### Wire density map

The die is cut into 22 by 22 equal tiles; white is low, dark blue is high, scaled to the fullest tile. Values are wire area over tile area, all layers added.
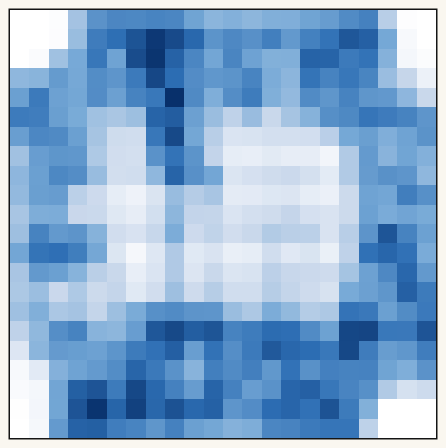
### Metal 4

Scale: 1 px per um. Supply wires on this layer in grey.
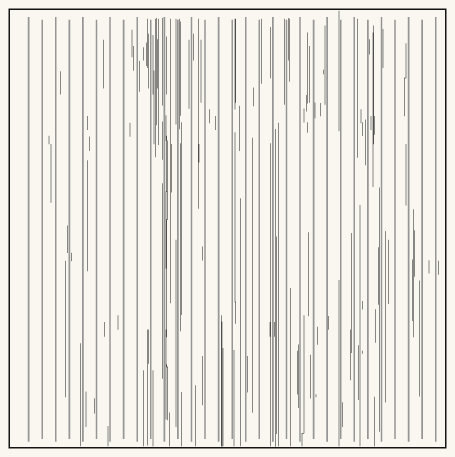
### Track usage over the die

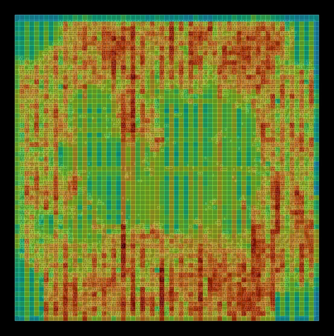
### Zoomed window

Window x 202 to 232, y 116 to 146 um. Cells in grey, sequential cells in the stronger grey; small squares are vias.
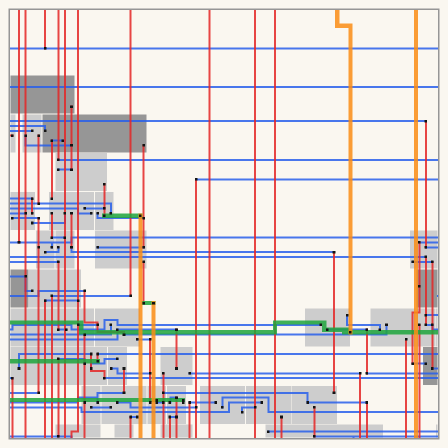
==> config.mk <==
export PLATFORM = sky130hd
export DESIGN_NAME = midori_sbox_layer_masked
export DESIGN_NICKNAME = d
export VERILOG_FILES = /design/src/rtl/midori_mask_pkg.sv /design/src/rtl/F_2order.sv /design/src/rtl/G_2order.sv /design/src/rtl/masked_sbox_lane.sv /design/src/rtl/midori_sbox_layer_masked.sv
export SDC_FILE = /design/constraint.sdc
export NUM_CORES = 2
export LEC_CHECK = 0
export CAP_MARGIN = 10
export CORE_AREA = 5 5 430 432
export DETAILED_ROUTE_END_ITERATION = 8
export DIE_AREA = 0 0 435 437
export GPL_TIMING_DRIVEN = 0
export SETUP_SLACK_MARGIN = 0.05
export SLEW_MARGIN = 15
export SYNTH_ARGS = -nofsm -noshare
export SYNTH_HDL_FRONTEND = slang
export SYNTH_SLANG_ARGS = --single-unit
==> constraint.sdc <==
create_clock -name clk -period 4.9 [get_ports clk]
set_input_delay 0.49 -clock clk [delete_from_list [all_inputs] [get_ports clk]]
set_output_delay 0.49 -clock clk [all_outputs]
set_load 0.03 [all_outputs]
==> changes_impl.md <==
### Implementation results

- Top cell excl fill/tap: xnor2_1
- RSZ-0062 raised after global routing: no
- Average size of a mapped cell: 9.310 um^2
- Post-cts gate resize count: 0
- Root Driver: clkbuf_16
- R2r setup slk: 2.36 ns
- Latency at later pin: 0.72 ns
- Input/output buffers: 1118
- GRT Util Overall: 0.2576
- Final setup violation count: 0
- Post-route cell area: 69390 um^2
- Placed insts: 9025
- Post-layout period usage of the worst path: 0.6804
- Worst EP required: 5.46 ns
- Die Y-Extent: 437 um
- Ratio of cells with drive above 1 in the final layout: 0.03566
- Mapped cell area: between 50000 and 60000 um^2
- Crit path time final: 3.334 ns
- Post-DRT Antenna Nets: 0
- Sw frac: 0.3685
- Synth Instances: 5533
- CP cell instances: clkbuf_1, clkbuf_2, buf_16, clkbuf_1, buf_1, mux2i_1, nor2_1
- Initial DRT Pass Iterations: 5
- Top power group: combinational logic
- Maximum root-to-sink buffer count: 3
- AO/OA Area Share: 0.05004
- Layout Nets: 7682
- Initial antenna violation count: 71
- Main flop type: dfxtp_1
- Status: finished, final reports clean
- Initial Util: 0.2859
- Multiplexer share: 0.09269
- Signal buf overhead: 0.1799
- Row cnt: 156
- Delay-heaviest family, CP: buffers and inverters
- Tool warnings: 26
- Logic share of the area: 0.4897
- P&R area growth vs syn: 34.70%
- Fmax: approximately 300 MHz
- Synth Warn #: 0
- Seq. cell area: 16400 um^2
- Logic area: 33980 um^2
- Crit path buf inv count: 5
- Maximum vdd drop: around 0.25 mV
- Clkbuf count: 144
- Startpoint Class: input pin
- H-tree depth: 3
- Top cell by count, worst path: clkbuf_1
- Power Sequential: between 8 and 9 mW
- First-pass GRT wire length: 347.7 mm
- Register share after synthesis: 0.3183
About 'Wire density map':
mean over tiles	0.21
densest ninth of the die	bottom centre
tiles over half the peak	53%
post-DR wirelength/cell: 27.72 um
via count: 43480

About 'Metal 4':
main direction	vertical
wire length on this layer	10700 um
nets with wire on the layer	111
longest straight run	323 um
drt total wl: 256.5 mm

About 'Track usage over the die':
met3 Track Usage GR: 0.03868
fin util: 0.3852
GRT met1 Usage: 0.3148
layer with the highest usage: met2

About 'Zoomed window':
colour	layer
blue	met1
red	met2
green	met3
orange	met4
sequential cells in the window	2
cells with their middle in the window	27
most frequent	nand2_1 (7), xnor2_1 (6), clkdlybuf4s50_1 (3)

No activity file was given, so power comes from the tool's default toggle rates.
